$ cat src/rtl/mips_mc_control.sv
// mips_mc_control -- multicycle MIPS control unit.
// Moore FSM sequencing fetch/decode/execute/memory/writeback for R-type,
// lw, sw, addi, beq, bne and j. Unrecognised opcodes are treated as NOPs.
// Optional feature macro OVF_TRAP_EN: when defined, a signed overflow on
// add/sub/addi suppresses the register writeback and raises ovf_exc for
// one cycle; when undefined, writeback is unconditional and ovf_exc is 0.
module mips_mc_control (
    input  logic       clk,
    input  logic       rst_n,
    input  logic [5:0] opcode,
    input  logic [5:0] funct,
    input  logic       Zero,
    input  logic       overflow,
    output logic [3:0] ALUControl,
    output logic       ALUSrc,
    output logic       IRWrite,
    output logic       PCWrite,
    output logic       RegWrite,
    output logic       MemWrite,
    output logic       RegDst,
    output logic       MemtoReg,
    output logic       IorD,
    output logic [1:0] PCSrc,
    output logic       ovf_exc
);

    // Opcodes
    localparam logic [5:0] OP_RTYPE = 6'b000000;
    localparam logic [5:0] OP_LW    = 6'b100011;
    localparam logic [5:0] OP_SW    = 6'b101011;
    localparam logic [5:0] OP_ADDI  = 6'b001000;
    localparam logic [5:0] OP_BEQ   = 6'b000100;
    localparam logic [5:0] OP_BNE   = 6'b000101;
    localparam logic [5:0] OP_J     = 6'b000010;

    // R-type function fields
    localparam logic [5:0] FN_ADD  = 6'b100000;
    localparam logic [5:0] FN_ADDU = 6'b100001;
    localparam logic [5:0] FN_SUB  = 6'b100010;
    localparam logic [5:0] FN_SUBU = 6'b100011;
    localparam logic [5:0] FN_AND  = 6'b100100;
    localparam logic [5:0] FN_OR   = 6'b100101;
    localparam logic [5:0] FN_SLL  = 6'b000000;
    localparam logic [5:0] FN_SRL  = 6'b000010;
    localparam logic [5:0] FN_SLT  = 6'b101010;

    // ALU operation codes
    localparam logic [3:0] ALU_ADD  = 4'b0000;
    localparam logic [3:0] ALU_ADDU = 4'b0001;
    localparam logic [3:0] ALU_SUB  = 4'b0010;
    localparam logic [3:0] ALU_SUBU = 4'b0011;
    localparam logic [3:0] ALU_AND  = 4'b0100;
    localparam logic [3:0] ALU_OR   = 4'b0101;
    localparam logic [3:0] ALU_SLL  = 4'b0110;
    localparam logic [3:0] ALU_SRL  = 4'b0111;
    localparam logic [3:0] ALU_SLT  = 4'b1000;
    localparam logic [3:0] ALU_BEQ  = 4'b1001;
    localparam logic [3:0] ALU_BNE  = 4'b1010;

    // PC source select
    localparam logic [1:0] PC_PLUS4  = 2'b00;
    localparam logic [1:0] PC_BRANCH = 2'b01;
    localparam logic [1:0] PC_JUMP   = 2'b10;

    typedef enum logic [3:0] {
        S_FETCH  = 4'd0,
        S_DECODE = 4'd1,
        S_EXEC_R = 4'd2,
        S_WB_R   = 4'd3,
        S_MEMADR = 4'd4,
        S_MEMRD  = 4'd5,
        S_MEMWB  = 4'd6,
        S_MEMWR  = 4'd7,
        S_EXEC_I = 4'd8,
        S_WB_I   = 4'd9,
        S_BRANCH = 4'd10,
        S_JUMP   = 4'd11
    } state_t;

    state_t     r_state;
    state_t     w_next_state;

    logic [3:0] w_funct_alu;
    logic       w_funct_valid;
    logic       w_ovf_trap;

    logic [3:0] w_alu_control;
    logic       w_alu_src;
    logic       w_ir_write;
    logic       w_pc_write;
    logic       w_reg_write;
    logic       w_mem_write;
    logic       w_reg_dst;
    logic       w_mem_to_reg;
    logic       w_i_or_d;
    logic [1:0] w_pc_src;
    logic       w_ovf_exc;

    // Translate the R-type funct field into an ALU op; unknown functs fall back to ADD and are flagged invalid
    always_comb begin
        w_funct_alu   = ALU_ADD;
        w_funct_valid = 1'b1;
        case (funct)
            FN_ADD:  w_funct_alu = ALU_ADD;
            FN_ADDU: w_funct_alu = ALU_ADDU;
            FN_SUB:  w_funct_alu = ALU_SUB;
            FN_SUBU: w_funct_alu = ALU_SUBU;
            FN_AND:  w_funct_alu = ALU_AND;
            FN_OR:   w_funct_alu = ALU_OR;
            FN_SLL:  w_funct_alu = ALU_SLL;
            FN_SRL:  w_funct_alu = ALU_SRL;
            FN_SLT:  w_funct_alu = ALU_SLT;
            default: begin
                w_funct_alu   = ALU_ADD;
                w_funct_valid = 1'b0;
            end
        endcase
    end

    // State register; reset returns to FETCH and abandons any instruction in flight
    always_ff @(posedge clk) begin
        if (!rst_n) begin
            r_state <= S_FETCH;
        end else begin
            r_state <= w_next_state;
        end
    end

`ifdef OVF_TRAP_EN
    logic r_ovf_flag;

    // Capture overflow at the end of signed add/sub execution; clear it on FETCH and non-trapping R ops
    always_ff @(posedge clk) begin
        if (!rst_n) begin
            r_ovf_flag <= 1'b0;
        end else begin
            case (r_state)
                S_FETCH:  r_ovf_flag <= 1'b0;
                S_EXEC_R: r_ovf_flag <= ((w_funct_alu == ALU_ADD) || (w_funct_alu == ALU_SUB)) ? overflow : 1'b0;
                S_EXEC_I: r_ovf_flag <= overflow;
                default:  r_ovf_flag <= r_ovf_flag;
            endcase
        end
    end

    assign w_ovf_trap = r_ovf_flag;
`else
    // Without the trap feature the overflow flag is ignored and writeback always happens
    logic w_unused_overflow;
    assign w_unused_overflow = overflow;
    assign w_ovf_trap        = 1'b0;
`endif

    // Next-state and Moore output decode; every control defaults to 0 and ALUControl to ADD
    always_comb begin
        w_next_state  = r_state;
        w_alu_control = ALU_ADD;
        w_alu_src     = 1'b0;
        w_ir_write    = 1'b0;
        w_pc_write    = 1'b0;
        w_reg_write   = 1'b0;
        w_mem_write   = 1'b0;
        w_reg_dst     = 1'b0;
        w_mem_to_reg  = 1'b0;
        w_i_or_d      = 1'b0;
        w_pc_src      = PC_PLUS4;
        w_ovf_exc     = 1'b0;
        case (r_state)
            S_FETCH: begin
                w_ir_write   = 1'b1;
                w_pc_write   = 1'b1;
                w_pc_src     = PC_PLUS4;
                w_next_state = S_DECODE;
            end
            S_DECODE: begin
                case (opcode)
                    OP_RTYPE:      w_next_state = S_EXEC_R;
                    OP_LW, OP_SW:  w_next_state = S_MEMADR;
                    OP_ADDI:       w_next_state = S_EXEC_I;
                    OP_BEQ, OP_BNE: w_next_state = S_BRANCH;
                    OP_J:          w_next_state = S_JUMP;
                    default:       w_next_state = S_FETCH;
                endcase
            end
            S_EXEC_R: begin
                w_alu_control = w_funct_alu;
                w_alu_src     = 1'b0;
                w_next_state  = S_WB_R;
            end
            S_WB_R: begin
                w_reg_write  = w_funct_valid && !w_ovf_trap;
                w_reg_dst    = 1'b1;
                w_mem_to_reg = 1'b0;
                w_ovf_exc    = w_ovf_trap;
                w_next_state = S_FETCH;
            end
            S_MEMADR: begin
                w_alu_control = ALU_ADD;
                w_alu_src     = 1'b1;
                w_next_state  = (opcode == OP_LW) ? S_MEMRD : S_MEMWR;
            end
            S_MEMRD: begin
                w_i_or_d     = 1'b1;
                w_next_state = S_MEMWB;
            end
            S_MEMWB: begin
                w_reg_write  = 1'b1;
                w_reg_dst    = 1'b0;
                w_mem_to_reg = 1'b1;
                w_next_state = S_FETCH;
            end
            S_MEMWR: begin
                w_i_or_d     = 1'b1;
                w_mem_write  = 1'b1;
                w_next_state = S_FETCH;
            end
            S_EXEC_I: begin
                w_alu_control = ALU_ADD;
                w_alu_src     = 1'b1;
                w_next_state  = S_WB_I;
            end
            S_WB_I: begin
                w_reg_write  = !w_ovf_trap;
                w_reg_dst    = 1'b0;
                w_mem_to_reg = 1'b0;
                w_ovf_exc    = w_ovf_trap;
                w_next_state = S_FETCH;
            end
            S_BRANCH: begin
                w_pc_src = PC_BRANCH;
                if (opcode == OP_BNE) begin
                    w_alu_control = ALU_BNE;
                    w_pc_write    = ~Zero;
                end else begin
                    w_alu_control = ALU_BEQ;
                    w_pc_write    = Zero;
                end
                w_next_state = S_FETCH;
            end
            S_JUMP: begin
                w_pc_src     = PC_JUMP;
                w_pc_write   = 1'b1;
                w_next_state = S_FETCH;
            end
            default: begin
                w_next_state = S_FETCH;
            end
        endcase
    end

    // Drive outputs, holding every control low while reset is asserted so no write can slip out
    always_comb begin
        ALUControl = 4'b0000;
        ALUSrc     = 1'b0;
        IRWrite    = 1'b0;
        PCWrite    = 1'b0;
        RegWrite   = 1'b0;
        MemWrite   = 1'b0;
        RegDst     = 1'b0;
        MemtoReg   = 1'b0;
        IorD       = 1'b0;
        PCSrc      = 2'b00;
        ovf_exc    = 1'b0;
        if (rst_n) begin
            ALUControl = w_alu_control;
            ALUSrc     = w_alu_src;
            IRWrite    = w_ir_write;
            PCWrite    = w_pc_write;
            RegWrite   = w_reg_write;
            MemWrite   = w_mem_write;
            RegDst     = w_reg_dst;
            MemtoReg   = w_mem_to_reg;
            IorD       = w_i_or_d;
            PCSrc      = w_pc_src;
            ovf_exc    = w_ovf_exc;
        end
    end

endmodule

$ cat config.mk
export PLATFORM = sky130hd
export DESIGN_NAME = mips_mc_control
export DESIGN_NICKNAME = d
export VERILOG_FILES = /design/src/rtl/mips_mc_control.sv
export SDC_FILE = /design/constraint.sdc
export NUM_CORES = 1
export LEC_CHECK = 0
export ABC_AREA = 0
export CAP_MARGIN = 20
export CORE_UTILIZATION = 38
export DETAILED_ROUTE_END_ITERATION = 6
export PLACE_DENSITY_LB_ADDON = 0.15
export SLEW_MARGIN = 20
export SYNTH_ARGS = -nofsm -noshare
export SYNTH_HDL_FRONTEND = slang
export SYNTH_SLANG_ARGS = --single-unit
$ cat constraint.sdc
create_clock -name clk -period 2.3 [get_ports clk]
set_input_delay 0.46 -clock clk [delete_from_list [all_inputs] [get_ports clk]]
set_output_delay 0.46 -clock clk [all_outputs]
set_load 0.02 [all_outputs]
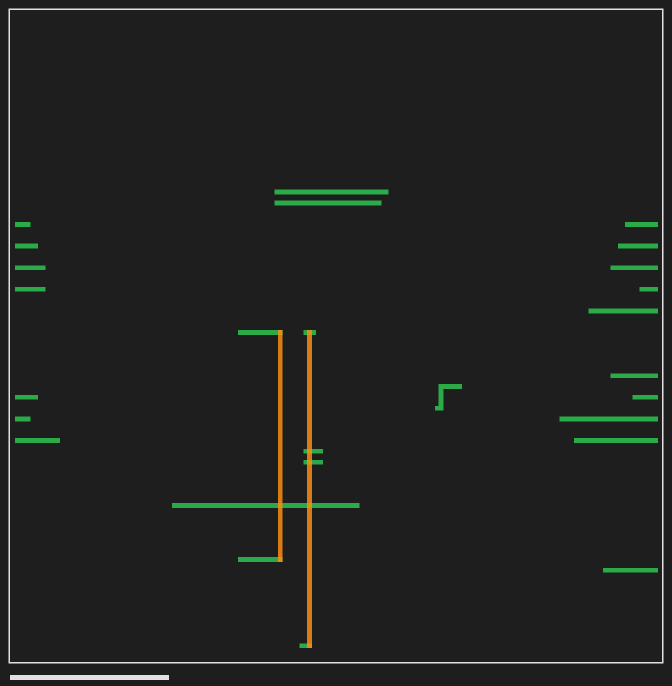
*Signal wires by layer*
Bar = 10 µm. Only two layers are drawn.
color	layer	wire length
green	met3	74.1 µm
orange	met4	34.0 µm

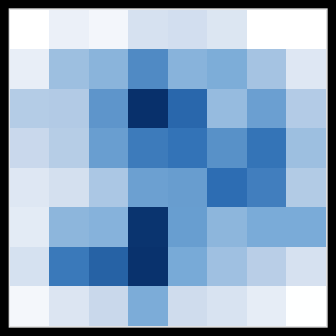
*Wire density map*
8 x 8 tiles, from white (low) to dark blue (high), scaled to the fullest tile. Values are wire area over tile area, all layers added.
mean over tiles	0.20
fullest tile	0.52
tiles over half the peak	30%
densest ninth of the die	center
nearly empty tiles	6.2%

==> datasheet_impl.txt <==
Physical design parameters

Parameter                              Value

Worst setup path
  Type of destination of the critical path .................. output port
  Required time of the critical path .................. 1.84 ns
  Setup CP Type .................. primary input to output port
  Flop2flop setup slack .................. 1.09 ns
  Stage delay of the slowest cell on the critical path .................. 0.54 ns
  Critical Path End .................. ALUControl[1]

Floorplanning
  Core region area .................. 1366 µm²
  Die Width .................. 41.05 µm
  Cell row count .................. 13

STA
  Fin. Hold Viols .................. 0
  Final number of max-transition violations .................. 0
  Total negative setup slack .................. 0 ns

Power
  Int Power .................. 0.1983 mW
  Power density over cell area .................. 256.2 nW/µm²
  Clock Power Share .................. 0.301
  Combinational Power .................. 0.123 mW
  Reported leakage power .................. 0.5211 nW
  Share of total power consumed by net switching .................. 0.2970
  Power spent charging and discharging nets .................. 0.08381 mW
  Power in the clock group .................. 0.0850 mW

Placed design
  Pre-CTS worst setup slack .................. -0.7445 ns
  Count of buffers from port buffering .................. 28
  DP Cell Count .................. 153

Finish
  Most frequent cells in the layout .................. buf_4, clkdlybuf4s50_1, nor2_1
  Most frequent logic cell in the layout .................. buf_4
  Total area of sequential cells .................. 80.08 µm²
  Gate Area .................. 478.0 µm²
  Reg with most FFs .................. r_state
  Area delta synth->final .................. 90.07%
  Fillcell total .................. 108

Synthesis
  Post-synth tally of flip-flops with integrated enable .................. 0
  Post-Synthesis Cell Area .................. 579.3 µm²
  Post-synthesis instance total .................. 87
  Cell total in the yosys stat output .................. 87
  Dominant Register Cell .................. dfxtp_1
  Count of distinct cell types in the synthesized netlist .................. 37
  Syn Area/Cell .................. 6.659 µm²
  Seq share, synth .................. 0.1382
  Top cells by count .................. nor2_1, nor3_1, nand2_1

Global routing
  Total congestion overflow after global routing .................. 0
  Initial antenna violation count .................. 0

Routing
  Drt drc .................. 0
  Routed via count divided by cell count .................. 5.503
  Initial DRC Count .................. 25

CTS
  CTS max path bufs .................. 2

Run status
  Status .................. finished clean

Worst hold path
  Worst Min Path Start .................. r_state[1]
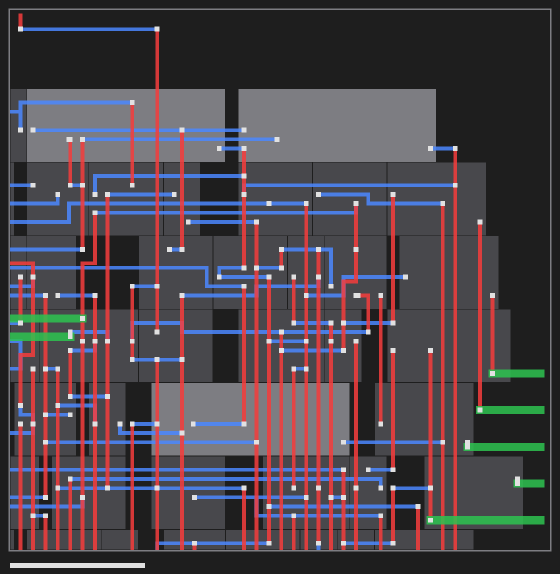
*Layout detail*
Bar = 5 µm. Region (21, 21) to (41, 41) µm. Cells in gray, sequential cells in the stronger gray; small squares are vias.
color	layer
blue	met1
red	met2
green	met3
cells with their middle in the window	28
netlist names of flops here include	r_state (3)
most frequent	buf_4 (6), clkdlybuf4s50_1 (4)
sequential cells in the window	3

critical path, delay by kind of cell:
family / cells / cell delay (ns)
simple gates: 1 / 0.10
compound gates: 2 / 0.34
buf+inv: 3 / 0.86
metal layers:
layer | global-route usage | wire, µm | vias up | part of all wire
met5 | 0 | 0 | - | 0
met4 | 0.1333 | 34 | 0 | 0.016
met3 | 0.01087 | 74 | 4 | 0.034
met2 | 0.5781 | 1212 | 34 | 0.55
met1 | 0.2580 | 870 | 408 | 0.40
li1 | - | - | 429 | -
layout make-up:
| class | count | share of cell area |
|---|---|---|
| timing repair buffer | 59 | 0.4386 |
| multi-input combinational | 73 | 0.4341 |
| sequential | 4 | 0.07273 |
| clock buffer | 3 | 0.02045 |
| inverter | 5 | 0.01705 |
| tap | 15 | 0.01705 |
Power figures rest on the tool's default switching activity, not on a simulated workload.
